===== config.mk =====
export PLATFORM = sky130hd
export DESIGN_NAME = ctrl_regs_dbuf
export DESIGN_NICKNAME = d
export VERILOG_FILES = /design/src/rtl/ctrl_regs_pkg.sv /design/src/rtl/ctrl_regs_ch.sv /design/src/rtl/ctrl_regs_dbuf.sv
export SDC_FILE = /design/constraint.sdc
export NUM_CORES = 1
export LEC_CHECK = 0
export CAP_MARGIN = 5
export CORE_MARGIN = 2
export CORE_UTILIZATION = 42
export CTS_BUF_LIST = sky130_fd_sc_hd__clkbuf_4 sky130_fd_sc_hd__clkbuf_8 sky130_fd_sc_hd__clkbuf_16
export CTS_CLUSTER_DIAMETER = 60
export DETAILED_ROUTE_END_ITERATION = 16
export GPL_ROUTABILITY_DRIVEN = 1
export HOLD_SLACK_MARGIN = 0.08
export PLACE_DENSITY_LB_ADDON = 0.3
export SYNTH_ARGS = -nofsm -noshare
export SYNTH_HDL_FRONTEND = slang
export SYNTH_SLANG_ARGS = --single-unit
export TNS_END_PERCENT = 30

===== constraint.sdc =====
create_clock -name clk -period 39.7 [get_ports clk]
set_input_delay 9.925 -clock clk [delete_from_list [all_inputs] [get_ports clk]]
set_output_delay 9.925 -clock clk [all_outputs]
set_load 0.02 [all_outputs]

===== src/rtl/ctrl_regs_pkg.sv =====
// Shared register map, CTRL/STATUS bit positions and channel state type for ctrl_regs_dbuf.
// CTRL_REGS_IRQ_EN adds the IE control bit.
package ctrl_regs_pkg;

  localparam logic [1:0] REG_SIZE   = 2'd0;
  localparam logic [1:0] REG_BRST   = 2'd1;
  localparam logic [1:0] REG_CTRL   = 2'd2;
  localparam logic [1:0] REG_STATUS = 2'd3;

  localparam int CTRL_COMMIT  = 0;
  localparam int CTRL_ERR_CLR = 1;
`ifdef CTRL_REGS_IRQ_EN
  localparam int CTRL_IE      = 2;
`endif

  localparam int STAT_VALID     = 0;
  localparam int STAT_PEND      = 1;
  localparam int STAT_ERR       = 2;
  localparam int STAT_STATE_LSB = 3;
  localparam int STAT_IE        = 5;

  typedef enum logic [1:0] {
    EMPTY     = 2'd0,
    FULL      = 2'd1,
    FULL_PEND = 2'd2
  } ch_state_e;

endpackage


===== src/rtl/ctrl_regs_ch.sv =====
// One channel: shadow/active SIZE+BRST pair, commit/consume FSM and sticky error flag.
// CTRL_REGS_IRQ_EN adds the per-channel IE bit and an interrupt request.
module ctrl_regs_ch
  import ctrl_regs_pkg::*;
#(
  parameter int DATA_W = 32
) (
  input  logic              clk,
  input  logic              rst,
  input  logic              wr_size,
  input  logic              wr_brst,
  input  logic              wr_ctrl,
  input  logic [DATA_W-1:0] wdata,
  input  logic              take,
  output logic [DATA_W-1:0] shadow_size,
  output logic [DATA_W-1:0] shadow_brst,
  output logic [DATA_W-1:0] size,
  output logic [DATA_W-1:0] brst,
  output logic              cfg_valid,
  output logic              swap_pulse,
  output logic [DATA_W-1:0] status
`ifdef CTRL_REGS_IRQ_EN
  ,
  output logic              irq_req
`endif
);

  ch_state_e state, state_nxt;
  logic      commit, err_clr, size_zero, locked;
  logic      do_swap, err_set, err, pending;

  assign commit    = wr_ctrl && wdata[CTRL_COMMIT];
  assign err_clr   = wr_ctrl && wdata[CTRL_ERR_CLR];
  assign size_zero = (shadow_size == '0);
  assign locked    = (state == FULL_PEND);
  assign cfg_valid = (state != EMPTY);
  assign pending   = locked;

  always_ff @(posedge clk or posedge rst) begin
    if (rst) state <= EMPTY;
    else     state <= state_nxt;
  end

  // A zero-size commit is rejected everywhere; the shadow set is frozen while a commit is pending.
  always_comb begin
    state_nxt = state;
    do_swap   = 1'b0;
    err_set   = commit && size_zero;
    case (state)
      EMPTY: begin
        if (commit && !size_zero) begin
          do_swap   = 1'b1;
          state_nxt = FULL;
        end
      end
      FULL: begin
        if (commit && !size_zero) begin
          if (take) do_swap   = 1'b1;
          else      state_nxt = FULL_PEND;
        end else if (take) begin
          state_nxt = EMPTY;
        end
      end
      FULL_PEND: begin
        if (take) begin
          do_swap   = 1'b1;
          state_nxt = FULL;
        end
        if (commit || wr_size || wr_brst) err_set = 1'b1;
      end
      default: state_nxt = EMPTY;
    endcase
  end

  always_ff @(posedge clk or posedge rst) begin
    if (rst) begin
      shadow_size <= '0;
      shadow_brst <= '0;
      size        <= '0;
      brst        <= '0;
      swap_pulse  <= 1'b0;
      err         <= 1'b0;
    end else begin
      swap_pulse <= do_swap;
      if (do_swap) begin
        size <= shadow_size;
        brst <= shadow_brst;
      end
      if (wr_size && !locked) shadow_size <= wdata;
      if (wr_brst && !locked) shadow_brst <= wdata;
      // Clear first so an error raised by the same CTRL write survives.
      if (err_clr || err_set) err <= err_set;
    end
  end

`ifdef CTRL_REGS_IRQ_EN
  logic ie;

  always_ff @(posedge clk or posedge rst) begin
    if (rst)          ie <= 1'b0;
    else if (wr_ctrl) ie <= wdata[CTRL_IE];
  end

  assign irq_req = (swap_pulse || err) && ie;
`endif

  always_comb begin
    status                         = '0;
    status[STAT_VALID]             = cfg_valid;
    status[STAT_PEND]              = pending;
    status[STAT_ERR]               = err;
    status[STAT_STATE_LSB +: 2]    = state;
`ifdef CTRL_REGS_IRQ_EN
    status[STAT_IE]                = ie;
`else
    status[STAT_IE]                = 1'b0;
`endif
  end

endmodule


===== src/rtl/ctrl_regs_dbuf.sv =====
// Multi-channel double-buffered SIZE/BRST register bank: address decode, rdata mux, channel array.
// CTRL_REGS_IRQ_EN adds the registered irq output.
module ctrl_regs_dbuf
  import ctrl_regs_pkg::*;
#(
  parameter int NUM_CH = 4,
  parameter int CH_W   = (NUM_CH > 1) ? $clog2(NUM_CH) : 1,
  parameter int DATA_W = 32,
  parameter int ADDR_W = CH_W + 2
) (
  input  logic                     clk,
  input  logic                     rst,
  input  logic [ADDR_W-1:0]        addr,
  input  logic [DATA_W-1:0]        dataIn,
  input  logic                     write,
  output logic [DATA_W-1:0]        rdata,
  output logic [NUM_CH*DATA_W-1:0] size,
  output logic [NUM_CH*DATA_W-1:0] brst,
  output logic [NUM_CH-1:0]        cfg_valid,
  input  logic [NUM_CH-1:0]        cfg_take,
  output logic [NUM_CH-1:0]        swap_pulse
`ifdef CTRL_REGS_IRQ_EN
  ,
  output logic                     irq
`endif
);

  logic [CH_W-1:0]   ch_idx;
  logic [1:0]        reg_off;
  logic [DATA_W-1:0] sh_size [NUM_CH];
  logic [DATA_W-1:0] sh_brst [NUM_CH];
  logic [DATA_W-1:0] status  [NUM_CH];

  assign ch_idx  = addr[ADDR_W-1:2];
  assign reg_off = addr[1:0];

`ifdef CTRL_REGS_IRQ_EN
  logic [NUM_CH-1:0] irq_req;

  always_ff @(posedge clk or posedge rst) begin
    if (rst) irq <= 1'b0;
    else     irq <= |irq_req;
  end
`endif

  // Channel indices at or above NUM_CH match no instance, so their writes vanish.
  for (genvar c = 0; c < NUM_CH; c++) begin : g_ch
    logic hit;
    assign hit = write && (int'(ch_idx) == c);

    ctrl_regs_ch #(
      .DATA_W (DATA_W)
    ) u_ch (
      .clk         (clk),
      .rst         (rst),
      .wr_size     (hit && (reg_off == REG_SIZE)),
      .wr_brst     (hit && (reg_off == REG_BRST)),
      .wr_ctrl     (hit && (reg_off == REG_CTRL)),
      .wdata       (dataIn),
      .take        (cfg_take[c]),
      .shadow_size (sh_size[c]),
      .shadow_brst (sh_brst[c]),
      .size        (size[c*DATA_W +: DATA_W]),
      .brst        (brst[c*DATA_W +: DATA_W]),
      .cfg_valid   (cfg_valid[c]),
      .swap_pulse  (swap_pulse[c]),
      .status      (status[c])
`ifdef CTRL_REGS_IRQ_EN
      ,
      .irq_req     (irq_req[c])
`endif
    );
  end

  always_comb begin
    rdata = '0;
    for (int c = 0; c < NUM_CH; c++) begin
      if (int'(ch_idx) == c) begin
        case (reg_off)
          REG_SIZE:   rdata = sh_size[c];
          REG_BRST:   rdata = sh_brst[c];
          REG_STATUS: rdata = status[c];
          default:    rdata = '0;
        endcase
      end
    end
  end

endmodule


**Met1 routing**

Drawn at 1 px/um. Supply wires on this layer in gray.
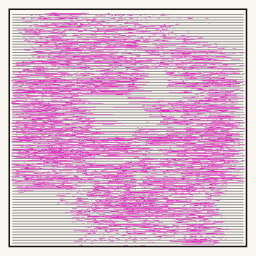
longest straight run = 75.4 um
nets with wire on the layer = 1,695
wire length on this layer = 30.1 mm
drt total wl: 69.6 mm
Vias: 14,600
grt met1 use: 34.3%

**Local utilization**

Drawn at 1.5 px/um. The die is cut into 24 by 24 equal tiles; white is low, dark blue is high, 0 to 100% covered.
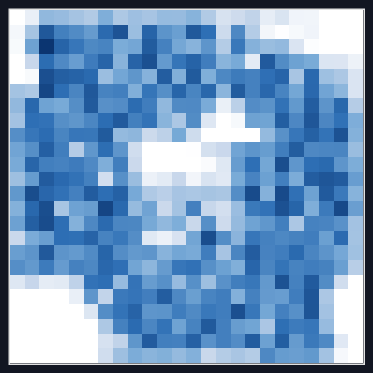
fullest tile = 98%
mean over tiles = 50%
nearly empty tiles = 11%
tiles over 75% full = 16%
fin util: 53.9%
core area: 52,800 um^2

**The metal 3 layer**

Drawn at 2 px/um. Cells faint in the background.
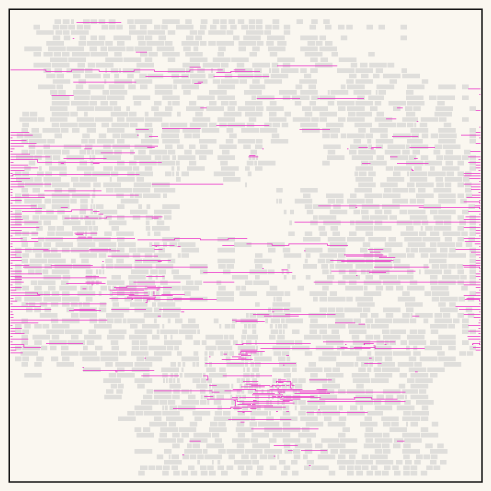
longest straight run = 92.7 um
wire length on this layer = 4,540 um
met3 GRT Util: 4.98%

==> results.json <==
{
  "p_comb_share_pct": 22.6,
  "critPathRequiredTime_ns": 29.77,
  "outcome": "complete, no violations",
  "cp.arrival_ns": 12.91,
  "max-slew-margin-rel_pct": 13.0,
  "syn_inst": 1508,
  "ys_cells": 1508,
  "grt_usage_pct": 25.0,
  "largest_cell_class": "sequential cells",
  "worstSetupPathType": "input port to output pin",
  "io_buffers": 338,
  "r2r-end": "g_ch[1].u_ch.size[10]",
  "wl_met1_mm": 30.1,
  "cp.depth": 8,
  "clkSlewWorstSetupHoldPaths_ns": 0.05,
  "timing.rr.start": "g_ch[1].u_ch.shadow_size[16]",
  "most_common_cell": "dfrtp_1",
  "finalHoldViolations": 0,
  "largest_area_cell": "dfrtp_1",
  "peakVddDrop_mv": 0.0409,
  "cp-startpoint": "addr[2]",
  "crit_path_end": "rdata[26]",
  "dp_hpwl_mm": 46.4,
  "detail_route.vias_per_cell": 5.70,
  "nonClkBufAreaFrac_pct": 12.5,
  "period_used_pct": 57.5,
  "total_power_mw": 1.71,
  "hold_start": "g_ch[2].u_ch.brst[29]",
  "fin_crit_ns": 22.83,
  "grt_max_degree": 198
}
